==> src/rtl/grid_plotter.sv <==
// grid_plotter: cursor-driven cell rasteriser for the game board's VGA adapter.
// Each accepted advance sweeps one CELL_W x CELL_H rectangle, then steps the cursor.
//
// state | meaning
// IDLE  | waiting for advance; X/Y show the cursor cell's top-left pixel
// DRAW  | sweeping the cell one pixel per cycle in raster order
module grid_plotter #(
    parameter int X0        = 20,
    parameter int Y0        = 30,
    parameter int COL_PITCH = 10,
    parameter int ROW_PITCH = 4,
    parameter int ROWS      = 5,
    parameter int COLS      = 8,
    parameter int CELL_W    = 8,
    parameter int CELL_H    = 3
) (
    input  logic       clock,
    input  logic       reset,
    input  logic       advance,
    input  logic       correct,
    input  logic [1:0] selection,
    output logic [7:0] X,
    output logic [7:0] Y,
    output logic [2:0] colour,
    output logic       plot,
    output logic       busy,
    output logic       done,
    output logic       grid_full
);
    localparam int RW  = $clog2(ROWS);
    localparam int CW  = (COLS > 1) ? $clog2(COLS) : 1;
    localparam int DXW = $clog2(CELL_W);
    localparam int DYW = $clog2(CELL_H);

    typedef enum logic {IDLE, DRAW} state_t;

    state_t         state, state_next;
    logic [RW-1:0]  row;
    logic [CW-1:0]  col;
    logic [DXW-1:0] dx;
    logic [DYW-1:0] dy;
    logic [1:0]     mode;
    logic           corr;
    logic           full;
    logic           accept;
    logic           dx_last, dy_last, last_px;
    logic           on_edge;
    logic [2:0]     mode_colour;
    logic [7:0]     x_pix, y_pix;

    // full is the internal flag so a request racing the final done is refused
    assign accept  = (state == IDLE) && advance && !full;
    assign dx_last = (dx == DXW'(CELL_W - 1));
    assign dy_last = (dy == DYW'(CELL_H - 1));
    assign last_px = dx_last && dy_last;
    assign on_edge = (dx == '0) || dx_last || (dy == '0) || dy_last;

    // dx/dy rest at zero in IDLE, so the same sum yields the cell's top-left pixel
    assign x_pix = 8'(X0 + int'(col) * COL_PITCH + int'(dx));
    assign y_pix = 8'(Y0 + int'(row) * ROW_PITCH + int'(dy));

    always_comb begin
        mode_colour = 3'b111;
        case (mode)
            2'b00:   mode_colour = 3'b100;
            2'b10:   mode_colour = 3'b000;
            default: mode_colour = 3'b111;
        endcase
    end

    always_ff @(posedge clock or negedge reset) begin
        if (!reset) state <= IDLE;
        else        state <= state_next;
    end

    always_comb begin
        state_next = state;
        case (state)
            IDLE:    if (accept)  state_next = DRAW;
            DRAW:    if (last_px) state_next = IDLE;
            default: state_next = IDLE;
        endcase
    end

    always_ff @(posedge clock or negedge reset) begin
        if (!reset) begin
            row  <= '0;
            col  <= '0;
            dx   <= '0;
            dy   <= '0;
            mode <= 2'b00;
            corr <= 1'b0;
            full <= 1'b0;
        end else if (accept) begin
            mode <= selection;
            corr <= correct;
            dx   <= '0;
            dy   <= '0;
        end else if (state == DRAW) begin
            if (!dx_last) begin
                dx <= dx + DXW'(1);
            end else begin
                dx <= '0;
                if (!dy_last) begin
                    dy <= dy + DYW'(1);
                end else begin
                    dy <= '0;
                    if (!corr) begin
                        row <= '0;
                    end else if (row != RW'(ROWS - 1)) begin
                        row <= row + RW'(1);
                    end else if (col != CW'(COLS - 1)) begin
                        row <= '0;
                        col <= col + CW'(1);
                    end else begin
                        full <= 1'b1;
                    end
                end
            end
        end
    end

    // Output stage lags the sweep counters by one edge
    always_ff @(posedge clock or negedge reset) begin
        if (!reset) begin
            X         <= 8'(X0);
            Y         <= 8'(Y0);
            colour    <= 3'b000;
            plot      <= 1'b0;
            busy      <= 1'b0;
            done      <= 1'b0;
            grid_full <= 1'b0;
        end else begin
            X         <= x_pix;
            Y         <= y_pix;
            busy      <= (state == DRAW);
            done      <= (state == IDLE) && busy;
            plot      <= (state == DRAW) && ((mode != 2'b11) || on_edge);
            grid_full <= full;
            if (state == DRAW) colour <= mode_colour;
        end
    end
endmodule

==> config.mk <==
export PLATFORM = sky130hd
export DESIGN_NAME = grid_plotter
export DESIGN_NICKNAME = d
export VERILOG_FILES = /design/src/rtl/grid_plotter.sv
export SDC_FILE = /design/constraint.sdc
export NUM_CORES = 1
export LEC_CHECK = 0
export CAP_MARGIN = 30
export CORE_MARGIN = 10
export CORE_UTILIZATION = 35
export CTS_CLUSTER_DIAMETER = 30
export DETAILED_ROUTE_END_ITERATION = 8
export PLACE_DENSITY = 0.63
export SYNTH_ARGS = -nofsm -noshare
export SYNTH_HDL_FRONTEND = slang
export SYNTH_SLANG_ARGS = --single-unit
==> constraint.sdc <==
create_clock -name clock -period 5.3 [get_ports clock]
set_input_delay 0.53 -clock clock [delete_from_list [all_inputs] [get_ports clock]]
set_output_delay 0.53 -clock clock [all_outputs]
set_load 0.1 [all_outputs]
Fig. 1: layout detail
The bar under the picture is 10 um long. Region (32, 14) to (57, 39) um. Cells in grey, sequential cells in the stronger grey; small squares are vias.
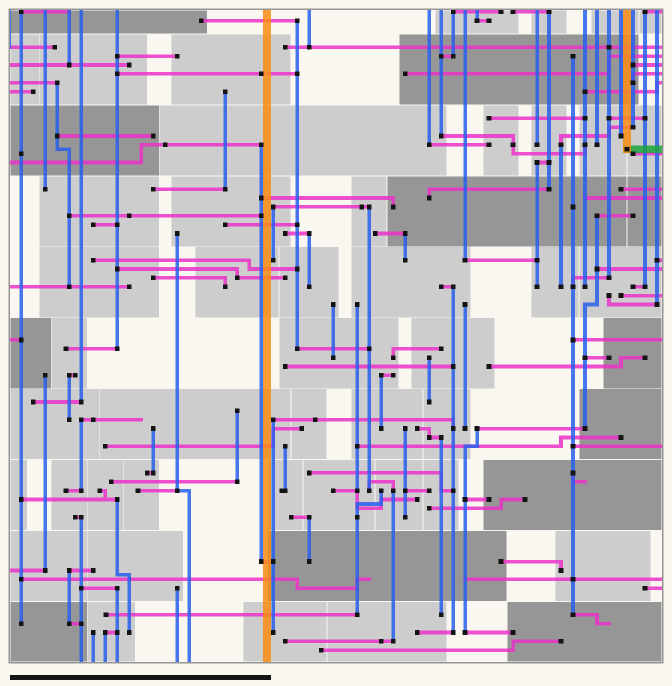
Key: magenta = metal 1; orange = metal 4; green = metal 3; blue = metal 2
Netlist names of flops here include X (3), row (2). 42 logic cells have their middle in the window. Most frequent: ha_1 (8), inv_1 (7), dfrtp_1 (5). Sequential cells in the window: 6.

Fig. 2: clock distribution
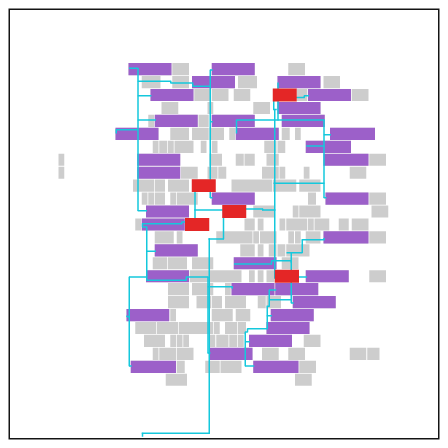
Key: purple = flip-flops [count 36]; red = clock drivers [count 5]; cyan = clock wires [length 448 um]
There are 6 routed clock nets.

Fig. 3: cell outlines without signal wires
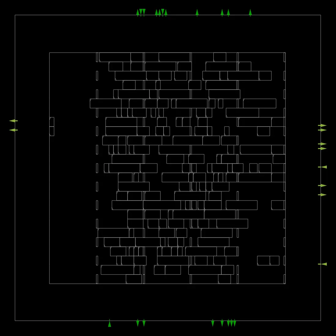
core region area: 0.004723 mm2
Layout Cells excl Fill: 241
FP Rows: 25
Tap Count: 67
Seq/total area: 42.11%

Fig. 4: gate families picked out
The bar under the picture is 20 um long.
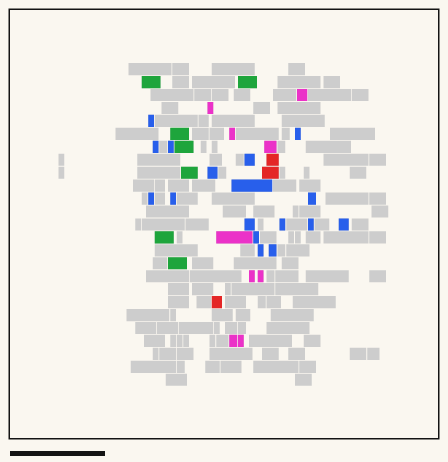
Key: green = mux cells [cells 7]; red = and/or cells [cells 3]; blue = nand cells [cells 17]; magenta = nor cells [cells 9]

Fig. 5: signal metal coverage by tile
The die is cut into 18 by 18 equal tiles; black is low, pale yellow is high, scaled to the fullest tile. Values are wire area over tile area, all layers added.
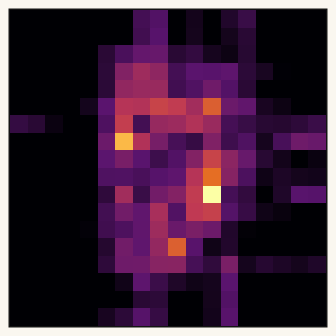
47% of the tiles are nearly empty. The densest ninth of the die: centre. The mean over all tiles is 0.062. The emptiest ninth of the die: lower left. 3.7% of the tiles are over half the peak. The fullest tile reaches 0.49.

==> out/qor.csv <==
stage,metric,value,unit
worst_setup_path,"CP delay by family, top",buffers and inverters,
grt,M2 GR Usage,14.83,%
timing,fmax,406.3,MHz
logic_synthesis,post-synth cell types,36,
die,chip area,0.008092,mm2
timing,final setup TNS,0,ps
timing,worst slew pin tran,989.8,ps
cells_and_area,Comb area share,32.42,%
timing,Finish-stage setup viols,0,
logic_synthesis,Yosys warnings,0,
worst_setup_path,crit path capture type,output pin,
run,Maximum Capacitance Violations,0,
logic_synthesis,syn avg cell area,11.90,um2
worst_setup_path,worst path cell trace,clkdlybuf4s50_1,
timing,slew margin rel.,33.80,%
route,initial drt markers,70,
outcome,status,"complete, no violations",
cts,CTS Buf Count,5,
grt,met3 GRT Util,1.663,%
cells_and_area,Top Layout Cells,"30 x dfrtp_1, 26 x clkdlybuf4s50_1, 19 x inv_1",
worst_setup_path,Buf/Inv on CP,1,
route,Metal-1 WL,1.311,mm
timing,Final Max Slew Viols,0,
grt,global-route wire length before repair,5.561,mm
cts,htree depth,2,
logic_synthesis,# Cells Yosys,144,
route,mean routed wirelength per cell,13.41,um
place,DP HPWL,2.451,mm
cells_and_area,Area Growth Syn to Fin,25.93,%
cells_and_area,share of cells above drive strength 1,13.22,%
worst_setup_path,Slowest Stage Delay on Critical Path,1130,ps
worst_setup_path,Worst setup SP type,flip-flop,
cells_and_area,logic area,699.4,um2
cts,clock slew at reported path FFs,70,ps
cts,Post-CTS Repair Setup Buffers,0,
logic_synthesis,Post-Syn Instances,144,
cells_and_area,register area,908.4,um2
timing,Final period util,46.44,%
grt,grt total ovfl,0,
worst_setup_path,critical-path cell with the highest stage delay,clkdlybuf4s50_1,
cells_and_area,Signal inverters,19,
-- worst reg2reg max path, cell delays in order (launching register included) --
cell	delay [ps]
dfrtp_1	430
ha_1	200
ha_1	300
nand4b_4	160
nor4_4	330
mux2_2	370
-- synthesized netlist by cell type (all sizes together) --
cell type | count | area (um2)
a32o | 1 | 10.01
inv | 19 | 71.32
a41oi | 1 | 8.760
and2 | 1 | 6.260
nor2 | 5 | 18.77
xor2 | 3 | 26.28
a21boi | 1 | 7.510
mux2 | 6 | 67.56
nand4b | 1 | 23.77
o22ai | 2 | 12.51
conb | 1 | 3.750
buf | 4 | 30.03
clkbuf | 2 | 7.510
nand2 | 10 | 37.54
o21ai | 5 | 25.02
nand4 | 2 | 12.51
a21oi | 5 | 25.02
a41o | 1 | 10.01
nor3b | 1 | 7.510
fa | 1 | 20.02
nand2b | 2 | 12.51
o311ai | 1 | 8.760
nor2b | 1 | 6.260
nor3 | 1 | 5.000
o21a | 2 | 15.01
a22o | 1 | 8.760
dfrtp | 30 | 750.7
and2b | 1 | 7.510
a31oi | 1 | 6.260
mux2i | 1 | 10.01
ha | 18 | 225.2
nand3 | 2 | 10.01
xnor2 | 3 | 26.28
nor4 | 1 | 21.27
dfstp | 6 | 157.7
and4b | 1 | 10.01
-- kinds of logic (layout without fill, tap and decap cells) --
logic type               count (synthesis)  count (layout)  share of synthesized area [%]
buffers and inverters                   25              54                          6.355
adder cells (fa/ha/maj)                 19              19                          14.32
multiplexers                             7               7                          4.529
XOR/XNOR                                 6               6                          3.068
AND-OR/OR-AND                           21              21                          8.035
flip-flops                              36              36                          53.03
AND/OR/NAND/NOR                         29              29                          10.45
other                                    1               2                         0.2189
-- sequential cells by signal, indices dropped and copies added (netlist names), 2 cells and up --
signal / flops
X: 8
Y: 6
col: 3
colour: 2
dx: 3
dy: 2
mode: 2
row: 3
-- final timing paths --
| check | start | endpoint | slack [ps] | cells past startpoint |
|---|---|---|---|---|
| hold reg to reg | full$_DFFE_PN0P_ | grid_full$_DFF_PN0_ | 420 | 0 |
| setup / recovery | X[4]$_DFF_PN1_ | X[4] | 2840 | 1 |
| min in group asynchronous | reset | dx[2]$_DFFE_PN0P_ | 660 | 2 |
| max in group asynchronous | reset | Y[1]$_DFF_PN1_ | 4290 | 2 |
| setup reg to reg | dx[0]$_DFFE_PN0P_ | col[1]$_DFFE_PN0P_ | 3390 | 5 |
| hold / removal | full$_DFFE_PN0P_ | grid_full$_DFF_PN0_ | 420 | 0 |
-- per-stage QoR --
stage          hold WS [ps]  instance area [um2]  instances  setup slack, ps  utilization (%)
2_1_floorplan         234.4                 1717        145             3433                -
3_3_place_gp          400.7                 2031        233             3147            42.99
3_5_place_dp          407.4                 2031        233             3138            42.99
4_1_cts               424.7                 2157        241             2826            45.67
5_1_grt               440.9                 2157        241             2798            45.67
6_report              415.5                 2157        241             2839            45.67
